**config.mk**
```make
export PLATFORM = sky130hd
export DESIGN_NAME = shift_unit_arbiter
export DESIGN_NICKNAME = d
export VERILOG_FILES = /design/src/rtl/shift_unit_arbiter.sv
export SDC_FILE = /design/constraint.sdc
export NUM_CORES = 1
export LEC_CHECK = 0
export CORE_UTILIZATION = 27
export DETAILED_ROUTE_END_ITERATION = 6
export PLACE_DENSITY_LB_ADDON = 0.2
export REMOVE_ABC_BUFFERS = 1
export SLEW_MARGIN = 20
export SYNTH_ARGS = -nofsm -noshare
export SYNTH_HDL_FRONTEND = slang
export SYNTH_SLANG_ARGS = --single-unit
```
**constraint.sdc**
```tcl
create_clock -name clk -period 1.6 [get_ports clk]
set_clock_uncertainty 0.2 [all_clocks]
set_input_delay 0.32 -clock clk [delete_from_list [all_inputs] [get_ports clk]]
set_output_delay 0.32 -clock clk [all_outputs]
set_load 0.1 [all_outputs]
```
**src/rtl/shift_unit_arbiter.sv**
```systemverilog
// Round-robin arbiter that shares one external combinational barrel shifter between
// NUM_REQ requesters and holds results in a one-entry output slot.
// Define SHIFT_ROTATE_EN to run op 11 as a two-pass rotate right; otherwise op 11 runs as SRL.
module shift_unit_arbiter #(
  parameter int NUM_REQ = 2,
  parameter int ID_W    = 3,
  parameter int XLEN    = 32
) (
  input  logic                       clk,
  input  logic                       rst,
  input  logic [NUM_REQ-1:0]         req_valid,
  output logic [NUM_REQ-1:0]         req_ready,
  input  logic [NUM_REQ*XLEN-1:0]    req_data,
  input  logic [NUM_REQ*5-1:0]       req_amt,
  input  logic [NUM_REQ*2-1:0]       req_op,
  input  logic [NUM_REQ*ID_W-1:0]    req_id,
  output logic [XLEN-1:0]            sh_input,
  output logic [4:0]                 sh_amount,
  output logic                       sh_arith,
  output logic                       sh_lshift,
  input  logic [XLEN-1:0]            sh_result,
  output logic                       res_valid,
  input  logic                       res_ready,
  output logic [XLEN-1:0]            res_data,
  output logic [$clog2(NUM_REQ)-1:0] res_src,
  output logic [ID_W-1:0]            res_id
);
  localparam int SRC_W = $clog2(NUM_REQ);

  logic             resValid_q, resValid_d;
  logic [XLEN-1:0]  resData_q, resData_d;
  logic [SRC_W-1:0] resSrc_q, resSrc_d;
  logic [ID_W-1:0]  resId_q, resId_d;
  logic [SRC_W-1:0] rrPtr_q, rrPtr_d;

  logic             slotFree;
  logic             idle;
  logic             grantValid;
  logic [SRC_W-1:0] grantIdx;
  logic [SRC_W-1:0] cand;
  logic [XLEN-1:0]  gData;
  logic [4:0]       gAmt;
  logic [1:0]       gOp;
  logic [ID_W-1:0]  gId;
  logic             grantRor;

`ifdef SHIFT_ROTATE_EN
  typedef enum logic {IDLE, ROT2} state_t;
  state_t           state_q, state_d;
  logic [XLEN-1:0]  rotPartial_q, rotPartial_d;
  logic [XLEN-1:0]  rotOperand_q, rotOperand_d;
  logic [4:0]       rotAmt_q, rotAmt_d;
  logic [SRC_W-1:0] rotSrc_q, rotSrc_d;
  logic [ID_W-1:0]  rotId_q, rotId_d;

  assign idle     = (state_q == IDLE);
  assign grantRor = (gOp == 2'b11);
`else
  assign idle     = 1'b1;
  assign grantRor = 1'b0;
`endif

  assign slotFree  = !resValid_q || res_ready;
  assign res_valid = resValid_q;
  assign res_data  = resData_q;
  assign res_src   = resSrc_q;
  assign res_id    = resId_q;

  // First valid requester at or after rrPtr_q, searched cyclically.
  always_comb begin
    grantValid = 1'b0;
    grantIdx   = '0;
    cand       = '0;
    if (idle && slotFree && !rst) begin
      for (int k = 0; k < NUM_REQ; k++) begin
        cand = SRC_W'((int'(rrPtr_q) + k) % NUM_REQ);
        if (!grantValid && req_valid[cand]) begin
          grantValid = 1'b1;
          grantIdx   = cand;
        end
      end
    end
  end

  always_comb begin
    req_ready = '0;
    gData     = '0;
    gAmt      = '0;
    gOp       = '0;
    gId       = '0;
    for (int r = 0; r < NUM_REQ; r++) begin
      if (grantIdx == SRC_W'(r)) begin
        req_ready[r] = grantValid;
        gData        = req_data[r*XLEN +: XLEN];
        gAmt         = req_amt[r*5 +: 5];
        gOp          = req_op[r*2 +: 2];
        gId          = req_id[r*ID_W +: ID_W];
      end
    end
  end

  // The second rotate pass shifts left by (32-amt)&31, which is just -amt in 5 bits.
  always_comb begin
    sh_input  = '0;
    sh_amount = '0;
    sh_arith  = 1'b0;
    sh_lshift = 1'b0;
`ifdef SHIFT_ROTATE_EN
    if (state_q == ROT2) begin
      sh_input  = rotOperand_q;
      sh_amount = 5'd0 - rotAmt_q;
      sh_lshift = 1'b1;
    end else
`endif
    if (grantValid) begin
      sh_input  = gData;
      sh_amount = gAmt;
      case (gOp)
        2'b01:   sh_arith  = gData[XLEN-1];
        2'b10:   sh_lshift = 1'b1;
        default: ;
      endcase
    end
  end

  always_comb begin
    resValid_d = resValid_q && !res_ready;
    resData_d  = resData_q;
    resSrc_d   = resSrc_q;
    resId_d    = resId_q;
    rrPtr_d    = rrPtr_q;
`ifdef SHIFT_ROTATE_EN
    state_d      = state_q;
    rotPartial_d = rotPartial_q;
    rotOperand_d = rotOperand_q;
    rotAmt_d     = rotAmt_q;
    rotSrc_d     = rotSrc_q;
    rotId_d      = rotId_q;
`endif
    if (grantValid) begin
      rrPtr_d = (grantIdx == SRC_W'(NUM_REQ - 1)) ? '0 : grantIdx + SRC_W'(1);
      if (!grantRor) begin
        resValid_d = 1'b1;
        resData_d  = sh_result;
        resSrc_d   = grantIdx;
        resId_d    = gId;
      end
`ifdef SHIFT_ROTATE_EN
      else begin
        state_d      = ROT2;
        rotPartial_d = sh_result;
        rotOperand_d = gData;
        rotAmt_d     = gAmt;
        rotSrc_d     = grantIdx;
        rotId_d      = gId;
      end
`endif
    end
`ifdef SHIFT_ROTATE_EN
    if (state_q == ROT2 && slotFree) begin
      resValid_d = 1'b1;
      resData_d  = rotPartial_q | sh_result;
      resSrc_d   = rotSrc_q;
      resId_d    = rotId_q;
      state_d    = IDLE;
    end
`endif
  end

  always_ff @(posedge clk) begin
    if (rst) begin
      resValid_q <= 1'b0;
      resData_q  <= '0;
      resSrc_q   <= '0;
      resId_q    <= '0;
      rrPtr_q    <= '0;
`ifdef SHIFT_ROTATE_EN
      state_q      <= IDLE;
      rotPartial_q <= '0;
      rotOperand_q <= '0;
      rotAmt_q     <= '0;
      rotSrc_q     <= '0;
      rotId_q      <= '0;
`endif
    end else begin
      resValid_q <= resValid_d;
      resData_q  <= resData_d;
      resSrc_q   <= resSrc_d;
      resId_q    <= resId_d;
      rrPtr_q    <= rrPtr_d;
`ifdef SHIFT_ROTATE_EN
      state_q      <= state_d;
      rotPartial_q <= rotPartial_d;
      rotOperand_q <= rotOperand_d;
      rotAmt_q     <= rotAmt_d;
      rotSrc_q     <= rotSrc_d;
      rotId_q      <= rotId_d;
`endif
    end
  end

endmodule

```
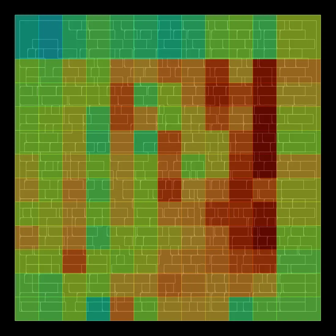
(routing congestion map)
M3 GR Usage: 9.422%
Top Usage Layer GRT: met2

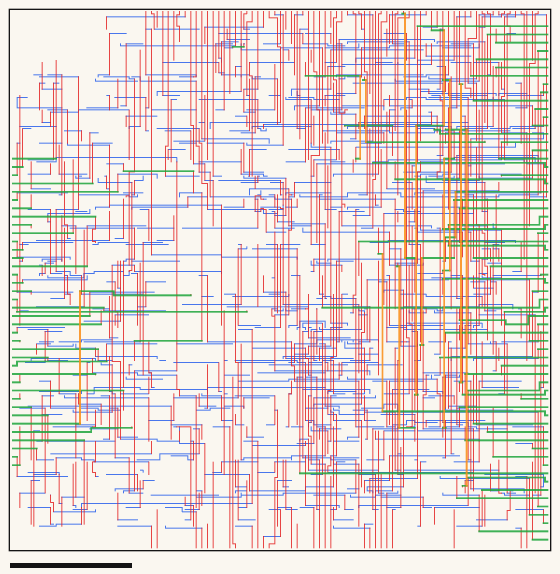
(routed metal, one color a layer)
Scale bar: 20 um.
red -> M2  # wire length 5450 um
green -> M3  # wire length 1120 um
orange -> M4  # wire length 403 um
blue -> M1  # wire length 3870 um

==> deck_impl_summary.md <==
Implementation Results

Setup path
  – Crit path max-delay family: buffers and inverters
  – Worst setup path startpoint: res_ready
  – Crit path depth: 7
  – Worst path cell trace: dlygate4sd2_1 > nand2b_4 > and4b_2 > buf_12 > buf_16 > a22o_1 > buf_12
  – Worst EP required: 1080 ps
  – Critical Path End: sh_input[0]
  – Setup crit start kind: input port
  – Crit-path most repeated cell: buf_12

Outcome
  – Outcome: finished with violations
  – Failing checks: setup timing

Min path
  – Min-Delay Startpoint: res_src
  – Hold/Removal Path Class: flop to flop
  – Hold Path Cell Cnt: 1

STA
  – Finish-stage setup viols: 77
  – Fmax: 0.4427 GHz
  – Period utilization: 141.2%
  – Fin worst setup slack: -659.0 ps
  – Fin crit period: 2259 ps
  – RSZ-0062 raised after global routing: yes

Final layout
  – Fill count: 421
  – Final Core Density: 79.04%
  – Nets: 533
  – Seq/total area: 13.36%
  – Layout cells sized above 1: 45.39%
  – CLK BUF: 6
  – Flop count: 38
  – Cell area after layout: 5733 um2
  – Non-Filler Instances: 511
  – Non-clk buf share: 57.11%
  – Inverters, non-clock: 3
  – Clock buf/inv share: 1.964%

Die
  – Well Taps: 99
  – Top Ports: 199
  – Die Y: 88.67 um
  – Row count: 31
  – Core Box Area: 7253 um2
  – Initial Utilization: 27.96%

Route
  – Post-DR vias/cell: 4.922
  – Met2 Routed Length: 5.445 mm
  – DRT antenna net count: 0
  – Wl on met1: 3.868 mm
  – Post-Route WL: 10.84 mm
  – Total number of vias: 2515

Placement
  – Dpl hpwl: 7.002 mm
  – RePlAce Congestion: 0.7629
  – Port Buffers: 198

Flow run
  – Max_cap viols: 0
  – Tool warning count: 27

Yosys
  – Synth Instances: 189
  – Adders+Majority by Area: 0%
  – Yosys aoi share: 20.97%
  – Ys Warns: 0
  – Synthesized area per cell: 10.73 um2
  – Top cells by count: a22o_1 (38), dfxtp_1 (38), nor2b_1 (32), mux2_2 (28), buf_6 (10)
  – Main area contributors: dfxtp_1 (38%), a22o_1 (16%), mux2_2 (16%), nor2b_1 (9.9%), buf_6 (5.6%)
  – Multiplexer share: 17.77%
  – Synth cell types: 25
  – Mapped Area: 2028 um2
  – Simple share: 15.73%
  – FF+latch count, synth: 38
  – XOR-XNOR Cells, Area Fraction: 0%

Power and ir drop
  – PD cells: 814.1 nW/um2
  – Sw power: 1.928 mW
  – P_leak: 2.449 nW
  – Clock network power share: 17.4%

Clock tree
  – Clk_lat worst skew: 280 ps
  – Clock root buffer: clkbuf_8
  – Total clock buffers created by CTS: 5
  – Post-cts sizing count: 71

Global routing
  – Antenna violations before repair: 0
  – Met1 Usage GRT: 27.85%
  – Met2 GRT Util: 47.62%
  – Vias in the first global route: 2644
  – First-pass GRT wire length: 15.31 mm
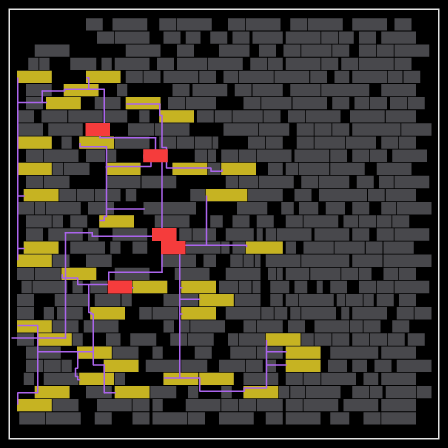
(clock network drawn from the DEF)
purple -> clock wires  # length 454 um
yellow -> flip-flops  # count 38
red -> clock-net drivers  # count 5
routed clock nets = 6

Power figures rest on the tool's default switching activity, not on a simulated workload.
